File: config.mk
export PLATFORM = sky130hd
export DESIGN_NAME = digit_lock_ctrl
export DESIGN_NICKNAME = d
export VERILOG_FILES = /design/src/rtl/digit_lock_ctrl.sv
export SDC_FILE = /design/constraint.sdc
export NUM_CORES = 1
export LEC_CHECK = 0
export CAP_MARGIN = 15
export CORE_AREA = 5 5 102 128
export CTS_CLUSTER_DIAMETER = 150
export CTS_CLUSTER_SIZE = 10
export DETAILED_ROUTE_END_ITERATION = 6
export DIE_AREA = 0 0 107 133
export PLACE_DENSITY = 0.75
export SYNTH_ARGS = -nofsm -noshare
export SYNTH_HDL_FRONTEND = slang
export SYNTH_SLANG_ARGS = --single-unit
File: constraint.sdc
create_clock -name clk -period 4.7 [get_ports clk]
set_input_delay 0.705 -clock clk [delete_from_list [all_inputs] [get_ports clk]]
set_output_delay 0.705 -clock clk [all_outputs]
set_load 0.05 [all_outputs]
File: src/rtl/digit_lock_ctrl.sv
// digit_lock_ctrl: ASCII digit-code lock fed by a UART receiver byte strobe.
// Verifies a CODE_LEN-digit code and raises auth. Repeated wrong codes lead
// to a timed lockout. A partial entry is discarded after an idle gap. The
// code can be reprogrammed while unlocked.
module digit_lock_ctrl #(
  parameter int                    CODE_LEN       = 4,
  parameter logic [8*CODE_LEN-1:0] DEFAULT_CODE   = "1416",
  parameter int                    MAX_TRIES      = 3,
  parameter int                    LOCKOUT_CYCLES = 100_000_000,
  parameter int                    IDLE_TIMEOUT   = 50_000_000
) (
  input  logic                            clk,
  input  logic                            reset_n,
  input  logic [7:0]                      rx_data,
  input  logic                            rx_done,
  output logic                            auth,
  output logic                            locked_out,
  output logic                            fail_pulse,
  output logic                            prog_done,
  output logic                            prog_mode,
  output logic [$clog2(CODE_LEN+1)-1:0]   entry_cnt
);

  localparam int CW = $clog2(CODE_LEN + 1);
  localparam int FW = $clog2(MAX_TRIES + 1);
  localparam int LW = (LOCKOUT_CYCLES > 1) ? $clog2(LOCKOUT_CYCLES) : 1;
  localparam int IW = $clog2(IDLE_TIMEOUT);
  localparam int BW = 8 * CODE_LEN;

  localparam logic [CW-1:0] LAST_DIGIT = CW'(CODE_LEN - 1);
  localparam logic [FW-1:0] FAIL_MAX   = FW'(MAX_TRIES);
  localparam logic [LW-1:0] LOCK_LOAD  = LW'(LOCKOUT_CYCLES - 1);
  localparam logic [IW-1:0] IDLE_LAST  = IW'(IDLE_TIMEOUT - 1);

  localparam logic [7:0] CH_CLEAR   = 8'h2A;  // '*'
  localparam logic [7:0] CH_RELOCK  = 8'h4C;  // 'L'
  localparam logic [7:0] CH_PROGRAM = 8'h50;  // 'P'

  typedef enum logic [1:0] {
    ST_LOCKED,
    ST_UNLOCKED,
    ST_PROGRAM,
    ST_LOCKOUT
  } state_t;

  state_t        state, state_d;
  logic [BW-1:0] entry_buf, entry_buf_d;
  logic [CW-1:0] entry_cnt_d;
  logic [FW-1:0] fail_cnt, fail_cnt_d;
  logic [BW-1:0] code_reg, code_d;
  logic [IW-1:0] idle_cnt, idle_cnt_d;
  logic [LW-1:0] lock_tmr, lock_tmr_d;
  logic          fail_pulse_d, prog_done_d;

  logic          is_digit, is_clear, is_relock, is_program;
  logic          last_digit, idle_active, idle_expire;
  logic [BW-1:0] shifted;
  logic [FW-1:0] fail_next;

  // Byte classification and the candidate code with the new digit appended.
  always_comb begin
    is_digit    = rx_done && (rx_data >= 8'h30) && (rx_data <= 8'h39);
    is_clear    = rx_done && (rx_data == CH_CLEAR);
    is_relock   = rx_done && (rx_data == CH_RELOCK);
    is_program  = rx_done && (rx_data == CH_PROGRAM);
    last_digit  = (entry_cnt == LAST_DIGIT);
    shifted     = (entry_buf << 8) | BW'(rx_data);
    fail_next   = (fail_cnt == FAIL_MAX) ? fail_cnt : fail_cnt + 1'b1;
    idle_active = ((state == ST_LOCKED) || (state == ST_PROGRAM)) && (entry_cnt != '0);
    // A strobe in the expiry cycle takes priority over the timeout.
    idle_expire = idle_active && !rx_done && (idle_cnt == IDLE_LAST);
  end

  // Next-state and next-register logic for the whole controller.
  always_comb begin
    // NOTE: every variable gets a default before the case so no latch is inferred.
    state_d      = state;
    entry_buf_d  = entry_buf;
    entry_cnt_d  = entry_cnt;
    fail_cnt_d   = fail_cnt;
    code_d       = code_reg;
    lock_tmr_d   = lock_tmr;
    fail_pulse_d = 1'b0;
    prog_done_d  = 1'b0;
    idle_cnt_d   = (idle_active && !rx_done && !idle_expire) ? idle_cnt + 1'b1 : '0;

    unique case (state)
      ST_LOCKED: begin
        if (is_digit) begin
          if (last_digit) begin
            entry_buf_d = '0;
            entry_cnt_d = '0;
            if (shifted == code_reg) begin
              state_d    = ST_UNLOCKED;
              fail_cnt_d = '0;
            end else begin
              fail_pulse_d = 1'b1;
              fail_cnt_d   = fail_next;
              if (fail_next == FAIL_MAX) begin
                state_d    = ST_LOCKOUT;
                lock_tmr_d = LOCK_LOAD;
              end
            end
          end else begin
            entry_buf_d = shifted;
            entry_cnt_d = entry_cnt + 1'b1;
          end
        end else if (is_clear || idle_expire) begin
          entry_buf_d = '0;
          entry_cnt_d = '0;
        end
      end

      ST_UNLOCKED: begin
        if (is_relock) begin
          state_d = ST_LOCKED;
        end else if (is_program) begin
          state_d = ST_PROGRAM;
        end
      end

      ST_PROGRAM: begin
        if (is_digit) begin
          if (last_digit) begin
            code_d      = shifted;
            prog_done_d = 1'b1;
            state_d     = ST_UNLOCKED;
            entry_buf_d = '0;
            entry_cnt_d = '0;
          end else begin
            entry_buf_d = shifted;
            entry_cnt_d = entry_cnt + 1'b1;
          end
        end else if (is_clear || idle_expire) begin
          state_d     = ST_UNLOCKED;
          entry_buf_d = '0;
          entry_cnt_d = '0;
        end
      end

      ST_LOCKOUT: begin
        entry_buf_d = '0;
        entry_cnt_d = '0;
        if (lock_tmr == '0) begin
          state_d    = ST_LOCKED;
          fail_cnt_d = '0;
        end else begin
          lock_tmr_d = lock_tmr - 1'b1;
        end
      end

      default: state_d = ST_LOCKED;
    endcase
  end

  // State and datapath registers; reset aborts any entry, program or lockout.
  always_ff @(posedge clk or negedge reset_n) begin
    if (!reset_n) begin
      state      <= ST_LOCKED;
      entry_buf  <= '0;
      entry_cnt  <= '0;
      fail_cnt   <= '0;
      // NOTE: the code register is a few flops, not a RAM, so it takes a reset value.
      code_reg   <= DEFAULT_CODE;
      idle_cnt   <= '0;
      lock_tmr   <= '0;
      fail_pulse <= 1'b0;
      prog_done  <= 1'b0;
    end else begin
      // NOTE: non-blocking assignments keep all registers updating on the same edge.
      state      <= state_d;
      entry_buf  <= entry_buf_d;
      entry_cnt  <= entry_cnt_d;
      fail_cnt   <= fail_cnt_d;
      code_reg   <= code_d;
      idle_cnt   <= idle_cnt_d;
      lock_tmr   <= lock_tmr_d;
      fail_pulse <= fail_pulse_d;
      prog_done  <= prog_done_d;
    end
  end

  assign auth       = (state == ST_UNLOCKED) || (state == ST_PROGRAM);
  assign prog_mode  = (state == ST_PROGRAM);
  assign locked_out = (state == ST_LOCKOUT);

endmodule

**Run 1: the metal 1 layer**

(4 px per um) Supply wires on this layer in grey. Cells faint in the background.
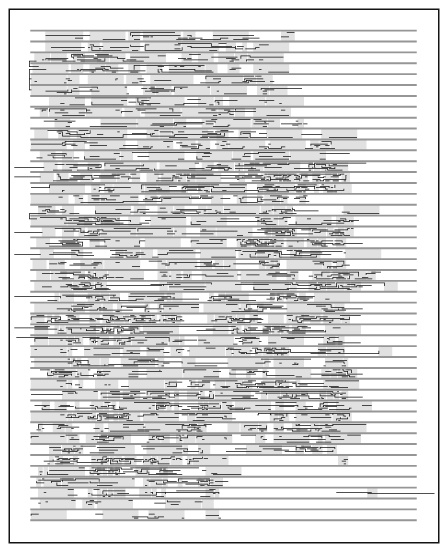
nets with wire on the layer: 567
share of all routed wire: 43%

**Run 1: cell area per tile**

(3 px per um) 11 x 13 tiles, from dark blue (low) to red (high), 0 to 100% covered.
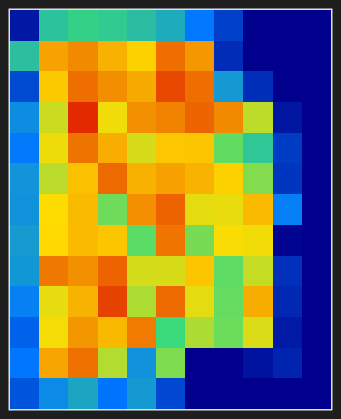
fullest tile: 95%
emptiest ninth of the die: top right
tiles over 75% full: 34%
densest ninth of the die: middle
mean over tiles: 49%
nearly empty tiles: 18%

==> Changelog: implementation, run 1 <==
### Changed

- Post-synthesis share of cell area spent on xor and xnor gates: under 10%
- Via count: 4473
- Antenna violations before repair: 0
- Flip-flop count of the largest register after layout: 32
- Yosys adder share: 1.80%
- Area used by sequential logic in the layout: 2970 um2
- Clock buffers and inverters, area share: around 8.2%
- Synth Flop Type: dfrtp_1
- Logic family by area: simple AND/OR/NAND/NOR gates
- Post CTS Setup Buffer Count: 0
- IR drop worst, VDD: 0.362 mV
- Power density over the cells: 364 nW/um2
- Wl on met1: 5.57 mm
- Antenna-violating nets left: 0
- Final WS setup: 1.45 ns
- Sum of overflow across all layers after global routing: 0
- Switching Share: 27.0%
- Post-route cell area: 7110 um2
- Number of signal-net buffers in the layout: 25
- Number of buffers created by CTS: 17
- Die span in x: 107 um
- Worst setup SP type: flip-flop
- Antenna diode count: 0
- Area grow syn2layout: 13.8%
- Final critical-path share of the clock period: 69.2%
- Buffers plus inverters on the worst setup path: 2
- Wire length of the first global-routing pass: 22.5 mm
- Outcome: completed
- Number of rows created at floorplan: 45
- Number of global-route vias before repair: around 4700
- RePlAce Congestion: 0.837
- Number of well-tap cells placed: about 140
- Group drawing the most power: the clock network
- Most common logic cells in the final layout: 105 x dfrtp_1, 48 x nor2_1, 42 x xnor2_1, 29 x mux2_2
- Post-synthesis share of cell area spent on and-or and or-and gates: 12.8%
- Family of cells with the greatest summed delay on the critical path: buffers and inverters
- Area of the synthesized netlist per yosys stat: 6250 um2
- 1st-pass router iterations: 4
- Post-synthesis share of cell area spent on and, or, nand and nor gates: 21.4%
- Number of sinks handled by clock tree synthesis: 118
- FP Core Util: 52.8%
- Post-cts resize count: 0
**Run 1: cell outlines without signal wires**

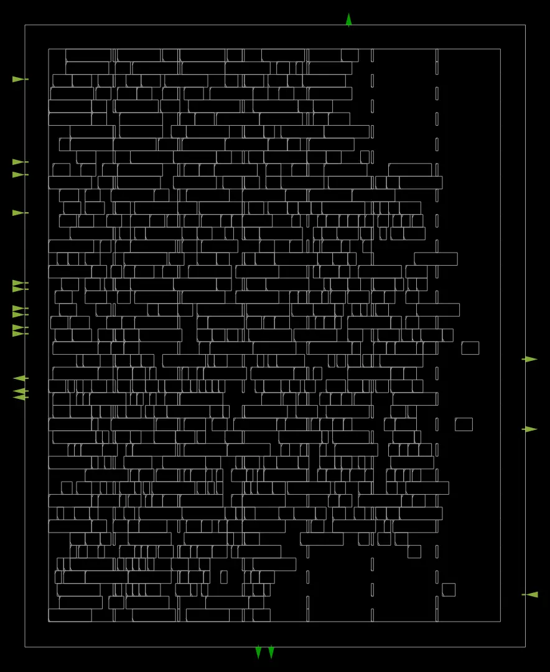
flop share of the area: 41.8%
fillcell total: 958
Final Util: 60.1%
fin cells: 745
flop count: 118

-- run 1: path summary, 6_finish.rpt --
| kind | slack, ns | start | cells past startpoint | end |
|---|---|---|---|---|
| min in group clk | 0.50 | idle_cnt[0]$_DFF_PN0_ | 1 | idle_cnt[0]$_DFF_PN0_ |
| setup / recovery | 1.45 | state[0]$_DFFE_PN0P_ | 3 | locked_out |
| max in group asynchronous | 3.46 | reset_n | 2 | code_reg[18]$_DFFE_PN1P_ |
| hold / removal | 0.32 | reset_n | 1 | lock_tmr[4]$_DFFE_PN0P_ |
| setup reg to reg | 1.87 | state[0]$_DFFE_PN0P_ | 7 | lock_tmr[14]$_DFFE_PN0P_ |
| hold reg to reg | 0.50 | idle_cnt[0]$_DFF_PN0_ | 1 | idle_cnt[0]$_DFF_PN0_ |
**Run 1: placement by cell class**

(3 px per um)
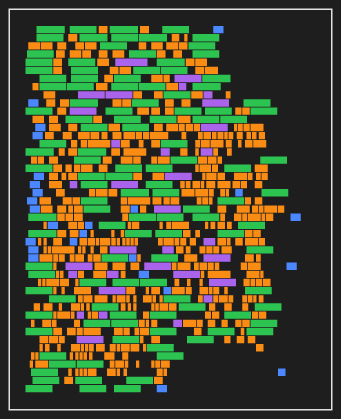

==> run 2, diff against run 1 <==
--- a/config.mk
+++ b/config.mk
@@ -11,7 +11,7 @@
 export CTS_CLUSTER_SIZE = 10
 export DETAILED_ROUTE_END_ITERATION = 6
 export DIE_AREA = 0 0 107 133
-export PLACE_DENSITY = 0.75
+export PLACE_DENSITY = 0.78
 export SYNTH_ARGS = -nofsm -noshare
 export SYNTH_HDL_FRONTEND = slang
 export SYNTH_SLANG_ARGS = --single-unit
==> constraint.sdc (replaced) <==
create_clock -name clk -period 2.8 [get_ports clk]
set_input_delay 0.42 -clock clk [delete_from_list [all_inputs] [get_ports clk]]
set_output_delay 0.42 -clock clk [all_outputs]
set_load 0.05 [all_outputs]
**Run 2: placement by cell class**

(3 px per um)
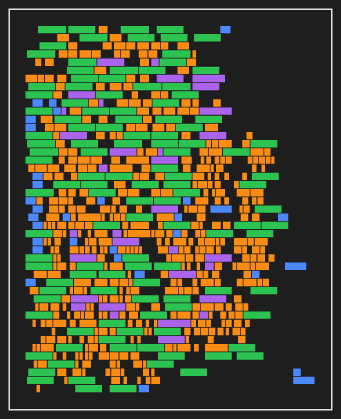
[remaining buffers and delay cells] blue | cells: 31
[sequential cells] green | cells: 118
[clock drivers and dummy loads] purple | cells: 32
[combinational and other logic] orange | cells: 429

==> Changelog: implementation, run 2 <==
### Changed

- Origin of the worst setup path: state[0]$_DFFE_PN0P_
- Post CTS Setup Buffer Count: 0 (unchanged)
- Final WS setup: 0.332 ns (-1.12 ns)
- Area used by sequential logic in the layout: 2970 um2 (unchanged)
- Wire length of the first global-routing pass: 22.2 mm (-1.5%)
- Sum of overflow across all layers after global routing: 0 (unchanged)
- Flip-flop count of the largest register after layout: 32 (unchanged)
- Post-synthesis share of cell area spent on xor and xnor gates: 7.71% (unchanged)
- Number of sinks handled by clock tree synthesis: 118 (unchanged)
- RePlAce Congestion: 0.791 (-5.5%)
- Fillcell total: 917 (-4.3%)
- Total number of cells along the worst setup path: 3 (unchanged)
- 1st-pass router iterations: 4 (unchanged)
- Worst setup SP type: flip-flop
- FP Core Util: 52.8% (unchanged)
- Area grow syn2layout: 15.5%
- Clock buffers and inverters, area share: 8.48% (+0.26 points)
- Flop share of the area: 41.2% (-0.62 points)
- Outcome: completed
- Via count: 4548 (+1.7%)
- Buffers plus inverters on the worst setup path: 2 (unchanged)
- Logic family by area: simple AND/OR/NAND/NOR gates
- Number of rows created at floorplan: 45 (unchanged)
- Flop-to-flop setup slack: 0.40 ns (-1.47 ns)
- Number of buffers created by CTS: 17 (unchanged)
- Post-synthesis share of cell area spent on and-or and or-and gates: 12.8% (unchanged)
**Run 2: cell area per tile**

(3 px per um) 11 x 13 tiles, from dark blue (low) to red (high), 0 to 100% covered.
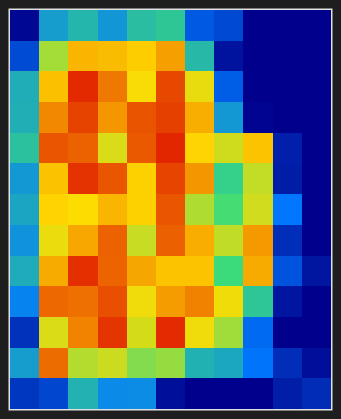
nearly empty tiles: 16%
tiles over 75% full: 36%
emptiest ninth of the die: top right
mean over tiles: 49%
fullest tile: 96%
densest ninth of the die: middle

==> run 2: cell types whose count changed in the layout (fill, tap and decap cells not counted) <==
cell / delta
clkinv_4: +2
clkdlybuf4s50_1: -1
inv_8: -4
bufinv_16: +2
inv_6: -3
buf_4: +4
clkbuf_8: +1
buf_12: +3
clkinvlp_4: -1
clkinv_2: +3
==> run 2: metal layers <==
layer / track usage, % / share of wire [%] / routed length, um / vias to the layer above
li1: - / - / - / 2131
met1: 24.2 / 43 / 5570 / 2283
met2: 31.4 / 51 / 6630 / 112
met3: 5.81 / 3.7 / 484 / 22
met4: 8.03 / 1.9 / 248 / 0
met5: 0 / 0 / 0 / -
==> run 2: power by group <==
group,internal [mW],switching (mW)
Clock,1.43,0.809
Combinational,0.140,0.209
Sequential,1.77,0.0751
Power figures rest on the tool's default switching activity, not on a simulated workload.
